$ cat config.mk
export PLATFORM = sky130hd
export DESIGN_NAME = mhd_popcount_stage
export DESIGN_NICKNAME = d
export VERILOG_FILES = /design/src/rtl/mhd_pkg.sv /design/src/rtl/mhd_popcount_stage.sv
export SDC_FILE = /design/constraint.sdc
export NUM_CORES = 1
export LEC_CHECK = 0
export CAP_MARGIN = 20
export CORE_ASPECT_RATIO = 1.2
export CORE_UTILIZATION = 30
export CTS_CLUSTER_SIZE = 24
export DETAILED_ROUTE_END_ITERATION = 16
export PLACE_DENSITY_LB_ADDON = 0.3
export SYNTH_ARGS = -nofsm -noshare
export SYNTH_HDL_FRONTEND = slang
export SYNTH_SLANG_ARGS = --single-unit
export TNS_END_PERCENT = 100
$ cat constraint.sdc
create_clock -name clk -period 9.15 [get_ports clk]
set_input_delay 2.2875 -clock clk [delete_from_list [all_inputs] [get_ports clk]]
set_output_delay 2.2875 -clock clk [all_outputs]
set_load 0.005 [all_outputs]
$ cat src/rtl/mhd_pkg.sv
// Shared types and helpers for the sampled Hamming-distance miter checkers.
//   state_t   : controller states (IDLE, RUN, DRAIN, DONE)
//   hd_width  : bits needed to hold a Hamming distance of a w-bit vector
//   sat_inc   : increment that sticks at the all-ones value of a w-bit field
package mhd_pkg;

  typedef enum logic [1:0] {
    IDLE  = 2'd0,
    RUN   = 2'd1,
    DRAIN = 2'd2,
    DONE  = 2'd3
  } state_t;

  function automatic int hd_width(input int w);
    return $clog2(w + 1);
  endfunction

  // Operates on a 64-bit carrier so one helper serves any counter width;
  // callers cast in and out of their own field width.
  function automatic logic [63:0] sat_inc(input logic [63:0] v, input int unsigned w);
    logic [63:0] lim;
    lim = (w >= 64) ? '1 : ((64'd1 << w) - 64'd1);
    return (v >= lim) ? lim : v + 64'd1;
  endfunction

endpackage

$ cat src/rtl/mhd_popcount_stage.sv
// Two-stage registered XOR-popcount-compare with valid and index tags.
//   S1 registers diff = a ^ b, the index tag and the valid bit.
//   S2 registers hd = popcount(diff), viol = (hd > thr), index and valid.
// Ports:
//   clk, rst_n        : clock, synchronous active-low reset
//   kill              : drop the S1 sample instead of advancing it into S2
//   in_valid, a, b    : input pair and its valid bit
//   in_idx            : tag carried alongside the pair
//   thr               : violation threshold (strictly greater violates)
//   s1_valid          : S1 holds a sample
//   viol_nxt          : the sample in S1 will register as a violation in S2
//   out_valid/hd/viol/idx : S2 contents
module mhd_popcount_stage
  import mhd_pkg::*;
#(
  parameter int WIDTH = 18,
  parameter int IDXW  = 20,
  localparam int HDW  = hd_width(WIDTH)
) (
  input  logic             clk,
  input  logic             rst_n,
  input  logic             kill,
  input  logic             in_valid,
  input  logic [WIDTH-1:0] a,
  input  logic [WIDTH-1:0] b,
  input  logic [IDXW-1:0]  in_idx,
  input  logic [HDW-1:0]   thr,
  output logic             s1_valid,
  output logic             viol_nxt,
  output logic             out_valid,
  output logic [HDW-1:0]   out_hd,
  output logic             out_viol,
  output logic [IDXW-1:0]  out_idx
);

  logic [WIDTH-1:0] s1_diff;
  logic [IDXW-1:0]  s1_idx;
  logic [HDW-1:0]   hd_nxt;

  always_comb begin
    hd_nxt = '0;
    for (int i = 0; i < WIDTH; i++) begin
      hd_nxt = hd_nxt + HDW'(s1_diff[i]);
    end
  end

  assign viol_nxt = s1_valid && (hd_nxt > thr);

  always_ff @(posedge clk) begin
    if (!rst_n) begin
      s1_valid  <= 1'b0;
      s1_diff   <= '0;
      s1_idx    <= '0;
      out_valid <= 1'b0;
      out_hd    <= '0;
      out_viol  <= 1'b0;
      out_idx   <= '0;
    end else begin
      s1_valid  <= in_valid;
      s1_diff   <= a ^ b;
      s1_idx    <= in_idx;
      out_valid <= s1_valid && !kill;
      out_hd    <= hd_nxt;
      out_viol  <= viol_nxt && !kill;
      out_idx   <= s1_idx;
    end
  end

endmodule

Figure 1. Cells colored by class.
Scale bar: 20 um.
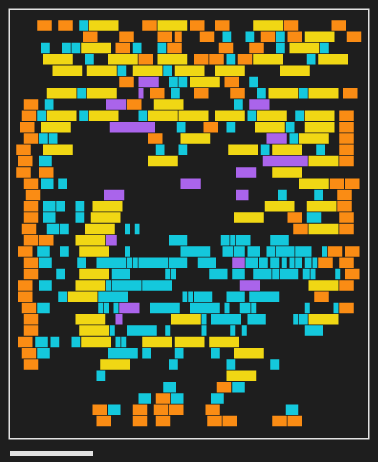
- cyan: remaining logic cells (cells 154; share of their area 33%)
- yellow: sequential cells (cells 66; share of their area 36%)
- orange: remaining buffers and delay cells (cells 93; share of their area 25%)
- purple: clock drivers and dummy loads (cells 16; share of their area 6.0%)

Figure 2. Gate-type map.
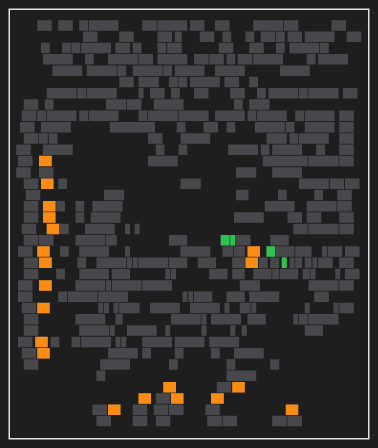
- orange: xor and xnor cells (cells 20)
- green: nand cells (cells 4)
most instantiated logic cell after routing: clkdlybuf4s50_1
fin cells: 443
fraction of area in multi-input gates: 28.5%

==> GITHUB_STEP_SUMMARY <==
### Metrics collected by this job

| Metric | Value |
|---|---|
| Worst Slack Setup Final | `1.38 ns` |
| Synth flops | `66` |
| P per Cell Area | `226 nW/um^2` |
| Dpl cells | `427` |
| CP max stage cell | `fa_1` |
| Crit-path max FO | `3` |
| Fill cells | `799` |
| Status | `finished, final reports clean` |
| Ys flop type | `dfxtp_1` |
| Critical path, cell by cell | `inv_1 -> fa_1 -> fa_1 -> fa_1 -> fa_1 -> fa_1 -> inv_1 -> ha_1 -> fa_1 -> a21o_1 -> a21o_1 -> ha_1 -> nand4_1 -> o221a_1 -> nor2_1 -> clkdlybuf4s50_1` |
| Seq/Total Area, Yosys | `51.8%` |
| Top-count cell post-synth | `dfxtp_1` |
| Sequential share of power | `36.8%` |
| 1st-pass router iterations | `4` |
| Mean Syn Cell Area | `11.2 um^2` |
| First-pass GRT wire length | `6800 um` |
| Clk buf depth | `2` |
| Overall power | `0.859 mW` |
| Post-DP HPWL | `3060 um` |
| Leakage | `1.66 nW` |
| Worst hold slack | `0.429 ns` |
| Fin. Hold Viols | `0` |
| Hold buffer count at cts | `0` |
| Port Buf Inserts | `93` |
| Logic pwr share | `32.6%` |
| Routed WL per cell | `9.09 um` |
| Delay-heaviest family, CP | `adder cells` |
| Core Area | `8200 um^2` |
| Clock skew | `0.00877 ns` |
| Syn_nets | `317` |
| DRC violations left | `0` |
| Slowest Stage Delay on Critical Path | `0.56 ns` |
| Post-CTS setup buffer count | `0` |
Figure 3. Metal layers overlaid.
Scale bar: 20 um. Two of the layers only.
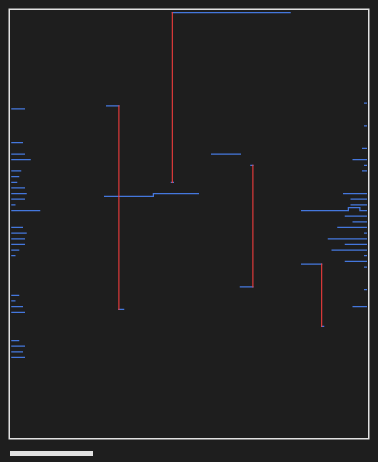
- red: M4 (wire length 134 um)
- blue: M3 (wire length 221 um)

## area by class of cell
type	count	area (um^2)	share of cell area (%)
clock buffer	10	128	3.36
clock inverter	6	90.1	2.37
inverter	29	109	2.87
multi-input combinational	125	1080	28.5
sequential	66	1320	34.8
tap	114	143	3.75
timing repair buffer	93	926	24.4
## worst register-to-register path, stage by stage (launching register included)
cell and delay [ns]:
dfxtp_1 0.31, inv_1 0.05, fa_1 0.56, fa_1 0.44, fa_1 0.53, fa_1 0.43, fa_1 0.49, inv_1 0.04
ha_1 0.19, fa_1 0.41, a21o_1 0.17, a21o_1 0.19, ha_1 0.32, nand4_1 0.15, o221a_1 0.27, nor2_1 0.09
## state kept, by name, summed over array words and instances, names as in the netlist
| signal | cells |
|---|---|
| out_valid | 1 |
| s1_valid | 1 |
| out_hd | 5 |
| s1_idx | 20 |
| out_viol | 1 |
| s1_diff | 18 |
| out_idx | 20 |
## placed cells by master (no fill, tap or decap)
cell type | Yosys | final
nand2b_1 | 1 | 1
bufinv_16 | 0 | 2
nand4_1 | 1 | 1
buf_2 | 2 | 1
a21oi_1 | 2 | 2
nand2_1 | 2 | 2
clkinv_4 | 0 | 1
xor2_1 | 19 | 19
clkdlybuf4s50_1 | 0 | 92
o221a_1 | 1 | 1
and2_1 | 63 | 63
ha_1 | 13 | 13
a21o_1 | 3 | 3
a21oi_2 | 1 | 1
clkbuf_8 | 0 | 9
o21ai_0 | 1 | 1
nor2_1 | 2 | 2
xnor2_1 | 1 | 1
inv_1 | 29 | 29
fa_1 | 12 | 12
inv_6 | 0 | 1
clkinv_2 | 0 | 1
mux2i_1 | 1 | 1
o21ai_1 | 1 | 1
and3b_2 | 1 | 1
clkinvlp_4 | 0 | 1
dfxtp_1 | 66 | 66
clkbuf_1 | 0 | 1
## routing by layer
metal	track usage (%)	up-vias	routed length [um]
li1	-	871	-
met1	10.7	717	1640
met2	17.0	61	2030
met3	2.80	9	221
met4	7.95	0	133
met5	0	-	0
## cells by family (layout without fill, tap and decap cells)
| group | count (synthesis) | in the layout | share of synthesized area (%) |
|---|---|---|---|
| simple gates | 70 | 70 | 16.9 |
| flops | 66 | 66 | 51.8 |
| buf+inv | 36 | 138 | 5.74 |
| xor+xnor | 20 | 20 | 6.87 |
| compound gates | 9 | 9 | 2.45 |
| fa+ha+maj | 25 | 25 | 15.8 |
| mux | 1 | 1 | 0.393 |
## power by group through the flow
stage	sequential (mW)	combinational (mW)	clock [mW]
2_1_floorplan	0.324	0.186	0
3_3_place_gp	0.323	0.277	0
3_5_place_dp	0.323	0.285	0
4_1_cts	0.316	0.287	0.272
5_1_grt	0.318	0.325	0.285
6_report	0.316	0.280	0.263
## final timing paths
kind	end	cells after the start	from	slack, ns
setup / recovery	viol_nxt	16	s1_diff[0]$_SDFF_PN0_	1.38
hold / removal	out_idx[9]$_SDFF_PN0_	1	s1_idx[9]$_SDFF_PN0_	0.43
setup reg to reg	out_viol$_SDFF_PN0_	15	s1_diff[0]$_SDFF_PN0_	4.45
hold reg to reg	out_idx[9]$_SDFF_PN0_	1	s1_idx[9]$_SDFF_PN0_	0.43
No activity file was given, so power comes from the tool's default toggle rates.
